**src/rtl/io_port_ctrl.sv**
```systemverilog
// io_port_ctrl: NCH-channel IN/OUT port block with strobed input FIFOs.
// Define IO_LOOPBACK_EN to route OUT writes into the matching input FIFO.
module io_port_ctrl #(
  parameter int DATA_W     = 16,
  parameter int NCH        = 2,
  parameter int FIFO_DEPTH = 4,
  localparam int CW   = (NCH > 1) ? $clog2(NCH) : 1,
  localparam int AW   = $clog2(FIFO_DEPTH),
  localparam int CNTW = AW + 1
) (
  input  logic                  clk,
  input  logic                  reset,
  input  logic [NCH*DATA_W-1:0] port_in,
  input  logic [NCH-1:0]        port_in_vld,
`ifdef IO_LOOPBACK_EN
  input  logic [NCH-1:0]        loopback,
`endif
  output logic [NCH*DATA_W-1:0] port_out,
  output logic [NCH-1:0]        port_out_vld,
  input  logic                  cpu_in_req,
  input  logic [CW-1:0]         cpu_in_sel,
  output logic [DATA_W-1:0]     cpu_in_data,
  output logic                  cpu_in_ack,
  output logic                  cpu_in_stall,
  input  logic                  cpu_out_req,
  input  logic [CW-1:0]         cpu_out_sel,
  input  logic [DATA_W-1:0]     cpu_out_data,
  output logic [NCH*CNTW-1:0]   in_count,
  output logic [NCH-1:0]        ovf
);

  logic [NCH-1:0]             inHit;
  logic [NCH-1:0]             outHit;
  logic [NCH-1:0]             empty;
  logic [NCH-1:0]             pop;
  logic [NCH-1:0]             push;
  logic [NCH-1:0][DATA_W-1:0] head;
  logic [NCH-1:0][DATA_W-1:0] pushData;
  logic [DATA_W-1:0]          rdData;
  logic                       rdOk;

  for (genvar c = 0; c < NCH; c++) begin : g_ch
    logic [DATA_W-1:0] mem [FIFO_DEPTH];
    logic [AW-1:0]     wrPtr;
    logic [AW-1:0]     rdPtr;
    logic [CNTW-1:0]   cnt;
    logic              full;
    logic              accept;
    logic              ovfQ;
    logic [DATA_W-1:0] outQ;
    logic              vldQ;

    assign inHit[c]  = cpu_in_sel == CW'(c);
    assign outHit[c] = cpu_out_req &&
                       cpu_out_sel == CW'(c);
`ifdef IO_LOOPBACK_EN
    assign push[c] = loopback[c] ? outHit[c]
                                 : port_in_vld[c];
    assign pushData[c] = loopback[c] ? cpu_out_data
                       : port_in[c*DATA_W +: DATA_W];
`else
    assign push[c]     = port_in_vld[c];
    assign pushData[c] = port_in[c*DATA_W +: DATA_W];
`endif
    assign empty[c] = cnt == '0;
    assign full     = cnt == CNTW'(FIFO_DEPTH);
    assign pop[c]   = cpu_in_req && inHit[c] && !empty[c];
    // a pop in the same cycle frees a slot for a full FIFO
    assign accept   = push[c] && (!full || pop[c]);
    assign head[c]  = mem[rdPtr];

    always_ff @(posedge clk) begin
      if (accept) mem[wrPtr] <= pushData[c];
    end

    always_ff @(posedge clk) begin
      if (reset) begin
        wrPtr <= '0;
        rdPtr <= '0;
        cnt   <= '0;
        ovfQ  <= 1'b0;
        outQ  <= '0;
        vldQ  <= 1'b0;
      end else begin
        if (accept) wrPtr <= wrPtr + AW'(1);
        if (pop[c]) rdPtr <= rdPtr + AW'(1);
        cnt  <= cnt + CNTW'(accept) - CNTW'(pop[c]);
        if (push[c] && full && !pop[c]) ovfQ <= 1'b1;
        vldQ <= outHit[c];
        if (outHit[c]) outQ <= cpu_out_data;
      end
    end

    assign in_count[c*CNTW +: CNTW] = cnt;
    assign port_out[c*DATA_W +: DATA_W] = outQ;
    assign port_out_vld[c] = vldQ;
    assign ovf[c] = ovfQ;
  end

  always_comb begin
    rdData = '0;
    for (int i = 0; i < NCH; i++) begin
      if (inHit[i]) rdData = head[i];
    end
  end

  // out-of-range select never stalls and reads back zero
  assign cpu_in_stall = cpu_in_req && |(inHit & empty);
  assign rdOk = cpu_in_req && !cpu_in_stall;

  always_ff @(posedge clk) begin
    if (reset) begin
      cpu_in_ack  <= 1'b0;
      cpu_in_data <= '0;
    end else begin
      cpu_in_ack <= rdOk;
      if (rdOk) cpu_in_data <= rdData;
    end
  end

endmodule

```
**config.mk**
```make
export PLATFORM = sky130hd
export DESIGN_NAME = io_port_ctrl
export DESIGN_NICKNAME = d
export VERILOG_FILES = /design/src/rtl/io_port_ctrl.sv
export SDC_FILE = /design/constraint.sdc
export NUM_CORES = 1
export LEC_CHECK = 0
export CAP_MARGIN = 10
export CORE_ASPECT_RATIO = 2
export CORE_MARGIN = 2
export CORE_UTILIZATION = 40
export CTS_CLUSTER_SIZE = 30
export DETAILED_ROUTE_END_ITERATION = 10
export GPL_ROUTABILITY_DRIVEN = 0
export PLACE_DENSITY_LB_ADDON = 0.15
export SLEW_MARGIN = 20
export SYNTH_ARGS = -nofsm -noshare
export SYNTH_HDL_FRONTEND = slang
export SYNTH_SLANG_ARGS = --single-unit
```
**constraint.sdc**
```tcl
create_clock -name clk -period 6.8 [get_ports clk]
set_clock_uncertainty 0.05 [all_clocks]
set_input_delay 1.36 -clock clk [delete_from_list [all_inputs] [get_ports clk]]
set_output_delay 1.36 -clock clk [all_outputs]
set_load 0.01 [all_outputs]
```
Fig. 1: run 1, track usage over the die
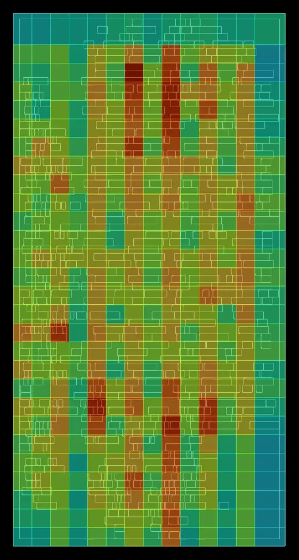
end-of-flow core utilization: 50.1%
met3 Resource Use GR: 4.87%

Fig. 2: run 1, signal wires on met3
(3 px per um)
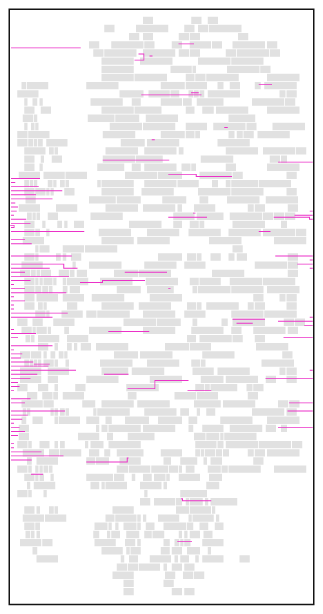
main direction: horizontal
nets with wire on the layer: 92
longest straight run: 24.1 um
wire length on this layer: 815 um
share of all routed wire: 5.3%
via count: 4321
routed wire length: 15.4 mm

==> metrics.cfg, run 1 <==
[floorplanning]
design.die.area_mm2=0.0200
placementRows=71
core_area_mm2=0.0187
floorplanUtilization_pct=40.3
die_w_um=101
io_pins=116

[power_and_ir_drop]
cellLeakagePower_nw=3.10
power.internal_mw=2.18
pwr_density_cell_mw_per_mm2=319
power.combinational.fraction_pct=16.9
seq_power_share_pct=50.1
finalPower_mw=2.98
top_power_group=registers
share_clk_of_total_power_pct=33.0
total_switching_power_mw=0.803
power_clock_mw=0.984
seq_pwr_mw=1.50

[clock_network]
cts-hold-fix-buffers=0
cts_htree_levels=4
cts.root.buffer_cell=clkbuf_16
post_cts.repair.setup_buffers=0
tritoncts=built
clkSlewWorstSetupHoldPaths_ps=70
clock_sink_count=199

[critical_path]
path_buffers=3
reg2reg_depth=11
reg2reg_slack_ps=4310
worstReg2RegStart=g_ch[1].cnt[1]$_SDFF_PP0_
setup.worst_path.end_class=output port
path_delay_family=buffers and inverters
crit_path_top_delay_cell=clkdlybuf4s50_1
regToRegEndpoint=g_ch[1].cnt[2]$_SDFF_PP0_
critical_path.cell_chain=clkdlybuf4s50_1 > clkinv_1 > nor4_1 > a21oi_1 > nor2b_1 > clkdlybuf4s50_1
timing.critical_path.required_ps=5390
number_of_gates_on_the_worst_path_with_buffers_counted=6
critical_path.most_common_cell=clkdlybuf4s50_1
worst-setup-path-type=primary input to output port
slowest_delay_ps=580
critPathCapture=cpu_in_stall
startpoint_type=primary input
critPathMaxFanout=18

[global_route]
grt_remaining_overflow=0
pin_count_of_the_biggest_net_entering_global_routing=55
grt_util_met2_pct=30.1
grt-busiest-layer=met2
groute.layer.met1.usage_pct=17.1
antenna_found_initial=0
global_route_wire_length_before_repair_mm=24.4

[final_timing]
worst_slew_margin_rel_pct=29.3
timing.final.crit_share_pct=74.2
grt_setup_unrepaired=no
setup-tns-final_ps=0
fin_worst_hold_slack_ps=408
fmaxAchievable_mhz=198
finalSetupViolCount=0
setup_ws_ps=1760

[yosys]
synthArstFlopShare_pct=0
yosys_register_bits=199
yosys.stat.chipArea_mm2=0.00752
synth.top_cells.by_area=edfxtp_1, dfxtp_1, mux4_2
synth.largest_area_cell=edfxtp_1
synth_seq_share_pct=70.0
synthesis.nets=584
syn-mean-instance-area_um2=14.6
yosysTopAreaCellShare_pct=51.1
synth.top_cells.by_count=edfxtp_1, dfxtp_1, nand2_1, a21oi_1, mux2i_1
yosys_warnings=0
yosys_cell_count=514
post_synth_instance_area_mm2=0.00752
cells_after_synth=514
yosysUniqueCellTypes=33

[job]
timing.max_cap.violations=0
stage_log_warnings=32

[finish]
n_antenna_cell=0
mostFrequentLayoutCell=edfxtp_1
final_cells=850
nFlopsAndLatches=199
post_route_cells_drive_above_1_share_pct=9.35
nonClockInverterCount=14
layout.cells.most_common_list=edfxtp_1, clkdlybuf4s50_1, dfxtp_1
filler_cell_count=1632
seqAreaFraction_pct=56.3
area_share_clock_buf_inv_pct=6.19
number_of_multi_input_combinational_cells=270
max_area_cell_class=registers
ff_latch_area_mm2=0.00527
nonClkBufAreaFrac_pct=12.3
clockBufferCount=19

[placement]
io_buffers=115
preCtsSetupSlack_ps=1740
dpl_cell_area_mm2=0.00877
number_of_placed_instances_taps_included=818
post-dp-hpwl_mm=10.7

[min_path]
timing.hold.worst.start=g_ch[1].outQ[2]$_SDFFE_PP0P_
timing.hold.worst_endpoint=g_ch[1].outQ[2]$_SDFFE_PP0P_

[drt]
via_to_cell_ratio=5.08
violation_count_after_the_first_detailed_route_iteration=123
met2_wirelength_mm=8.46
highest_signal_layer_in_the_routed_design=met4
drt.antenna.violating_nets=0
routed-wl-met3_um=815

[run_status]
outcome=finished clean

Fig. 3: run 1, wire density map
(2 px per um) 20 x 40 tiles, from dark blue (low) to red (high), scaled to the fullest tile. Values are wire area over tile area, all layers added.
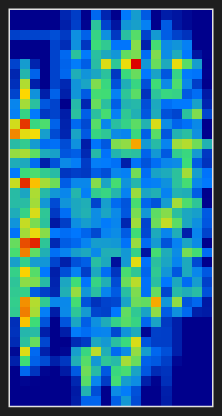
densest ninth of the die: middle left
fullest tile: 0.43
nearly empty tiles: 14%
tiles over half the peak: 16%
Routed wire per std cell: 18.1 um
global router's overall resource usage: 16.4%

run 1: logic make-up (layout without fill, tap and decap cells):
| family | after synthesis | in the layout | share of synthesized area, % |
|---|---|---|---|
| multiplexers | 50 | 50 | 9.31 |
| adder cells (fa/ha/maj) | 14 | 14 | 2.53 |
| AND-OR/OR-AND | 87 | 87 | 7.45 |
| flip-flops | 199 | 199 | 70.0 |
| XOR/XNOR | 10 | 10 | 1.16 |
| buffers and inverters | 45 | 162 | 3.11 |
| AND/OR/NAND/NOR | 109 | 109 | 6.44 |
run 1: registers in the layout, indices dropped and copies added (netlist names), named ones only:
name / count
g_ch.cnt: 6
g_ch.vldQ: 2
g_ch.mem: 128
g_ch.rdPtr: 4
cpu_in_ack: 1
g_ch.wrPtr: 4
g_ch.outQ: 32
cpu_in_data: 16
g_ch.ovfQ: 2
Fig. 4: run 1, pin placement
(3 px per um) Pins as bars across the die edge, other pins in gray.
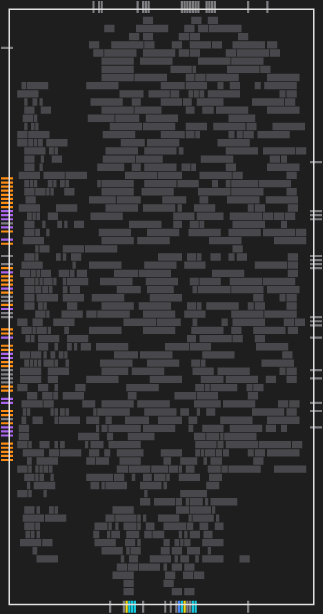

--- run 2 (diff from run 1) ---
Clock period 6.8 ns to 4.85 ns, I/O delays scaled along.
Fig. 5: run 2, pin placement
(3 px per um) Pins as bars across the die edge, other pins in gray.
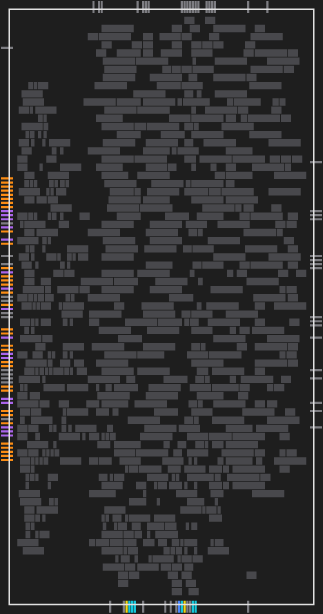
legend:
  port_in_vld:
    color: yellow
    pins: 2
    direction: input
    edge: bottom
  in_count:
    color: cyan
    pins: 6
    direction: output
    edge: bottom
  port_out:
    color: orange
    pins: 32
    direction: output
    edge: left
  cpu_out_data:
    color: purple
    pins: 16
    direction: input
    edge: left
  cpu_in_stall:
    color: blue
    pins: 1
    direction: output
    edge: bottom
all pins by edge: 61 left, 20 top, 18 bottom, 17 right
Die W: 101 um
IO Port Bufs: 115
die height: 198 um

==> run 2 against run 1 <==
Effect of this change: via count is 0.23% higher; critical path depth unchanged; worst hold slack lost 1.8 ps; die area is the same; sequential power rose by 41%; synthesized area unchanged; synthesized cell count unchanged; highest routed layer unchanged.
==> metrics.cfg, run 2 <==
[finish]
largest_register=g_ch.mem
layout_top_registers=g_ch.mem x128, g_ch.outQ x32, cpu_in_data x16
areaGrowthSynthToFinish_pct=25.0
ff_latch_area_mm2=0.00527  ; about the same
postLayoutCoreUtil_pct=50.4  ; +0.25 points
n_antenna_cell=0  ; unchanged
layout.cells.most_common_list=edfxtp_1, clkdlybuf4s50_1, dfxtp_1
filler_cell_count=1608  ; -1.5%
mostFrequentLayoutCell=edfxtp_1
largest_register_ffs=128  ; unchanged
post_route_cells_drive_above_1_share_pct=9.51  ; +0.16 points

[power_and_ir_drop]
finalPower_mw=4.26  ; +43%
total_switching_power_mw=1.13  ; +41%
seq_pwr_mw=2.11  ; +41%
pwr_density_cell_mw_per_mm2=453  ; +42%
power.internal_mw=3.12  ; +43%
seq_power_share_pct=49.7  ; -0.4 points
top_power_group=registers
share_clk_of_total_power_pct=34.0  ; +1.0 points
power.combinational.fraction_pct=16.3  ; -0.6 points

[final_timing]
finalSetupViolCount=0  ; unchanged
fmaxAchievable_mhz=270
final_hold_viol_count=0
setup-tns-final_ps=0  ; unchanged
worst_slew_margin_rel_pct=31.6  ; +2.3 points
grt_setup_unrepaired=no
timing.final.crit_share_pct=76.4

[yosys]
synth.largest_area_cell=edfxtp_1
synthArstFlopShare_pct=0  ; unchanged
synth-adder-area-share_pct=2.53  ; unchanged
yosysUniqueCellTypes=33  ; unchanged
yosys_warnings=0  ; unchanged
cells_after_synth=514  ; unchanged
synthesis.nets=584  ; unchanged
aoi_share_pct=7.45  ; unchanged
yosysTopAreaCellShare_pct=51.1  ; unchanged
post_synth_mux_area_share_pct=9.31  ; unchanged
yosys_cell_count=514  ; unchanged
biggest_combinational_cell_group_after_synthesis=multiplexers
synth_seq_share_pct=70.0  ; unchanged
post_synth_xor_area_fraction_pct=1.16  ; unchanged
post_synth_instance_area_mm2=0.00752  ; unchanged
synth.top_cells.by_area=edfxtp_1, dfxtp_1, mux4_2
dominantRegCellSynth=edfxtp_1
synth.top_cells.by_count=edfxtp_1, dfxtp_1, nand2_1, a21oi_1, mux2i_1
syn-mean-instance-area_um2=14.6  ; unchanged
synth-simple-area-share_pct=6.44  ; unchanged
yosys.stat.chipArea_mm2=0.00752  ; unchanged

[floorplanning]
io_pins=116  ; unchanged
floorplanUtilization_pct=40.3  ; unchanged
placementRows=71  ; unchanged
core_area_mm2=0.0187  ; unchanged
design.die.area_mm2=0.0200  ; unchanged

[critical_path]
timing.critical_path.required_ps=3830  ; -1560 ps
crit_path_top_delay_cell=clkdlybuf4s50_1
reg2reg_depth=11  ; unchanged
startpoint_type=primary input
path_buffers=3  ; unchanged
critPathMaxFanout=6  ; -12
critical_path.most_common_cell=clkdlybuf4s50_1
setup.worst_path.end_class=output port
number_of_gates_on_the_worst_path_with_buffers_counted=6  ; unchanged
reg2reg_slack_ps=2320  ; -1990 ps
critPathCapture=cpu_in_stall
slowest_delay_ps=590  ; about the same
worstReg2RegStart=g_ch[1].cnt[1]$_SDFF_PP0_
regToRegEndpoint=g_ch[1].cnt[2]$_SDFF_PP0_
worst-setup-path-type=primary input to output port

[clock_network]
cts.root.buffer_cell=clkbuf_16
tritoncts=built
post_cts.repair.setup_buffers=0  ; unchanged
clkSlewWorstSetupHoldPaths_ps=80  ; about the same
cts_htree_levels=4  ; unchanged

[job]
timing.max_cap.violations=0  ; unchanged
stage_log_warnings=32  ; unchanged

[drt]
routed_wire_length_per_instance_um=18.2  ; +0.77%
violation_count_after_the_first_detailed_route_iteration=148  ; +20%
via_to_cell_ratio=5.10  ; +0.23%
routed_wirelength_mm=15.5  ; +0.77%
dr_total_vias=4331  ; +0.23%

[placement]
post-dp-hpwl_mm=10.8  ; +0.87%
dpl_cell_area_mm2=0.00877  ; about the same

[global_route]
grt_remaining_overflow=0  ; unchanged
grt_util_all_layers_pct=16.3  ; -0.020 points
antenna_found_initial=0  ; unchanged
pin_count_of_the_biggest_net_entering_global_routing=55  ; unchanged
global_route_wire_length_before_repair_mm=24.5  ; +0.62%

[min_path]
timing.hold.worst.start=g_ch[0].outQ[13]$_SDFFE_PP0P_
timing.hold.worst_endpoint=g_ch[0].outQ[13]$_SDFFE_PP0P_

[run_status]
outcome=finished clean

==> run 2: cell counts after synthesis <==
No cell type changed its count.
==> run 2: area by class of cell <==
cell class	count	share of cell area (%)
Timing Repair Buffer	116	12.3
Clock buffer	21	5.36
Inverter	14	0.559
Clock inverter	11	1.29
Tap cell	219	2.92
Sequential cell	199	56.0
Multi-Input combinational cell	270	21.6
==> run 2: through the flow <==
step / hold WS [ps] / instances / worst slack, ps
after global placement: 393 / 818 / 1170
after detailed placement: 399 / 818 / 1100
after floorplan: 392 / 514 / 1940
final: 406 / 850 / 1140
after global routing: 434 / 850 / 1010
after CTS: 407 / 850 / 1130
==> run 2: routing by layer <==
metal	track usage [%]	vias to the layer above	wire, um
li1	-	2086	-
met1	17.2	2113	5800
met2	30.3	115	8610
met3	4.80	17	802
met4	5.66	0	268
met5	0	-	0
Power is estimated from default activity; no workload was simulated.
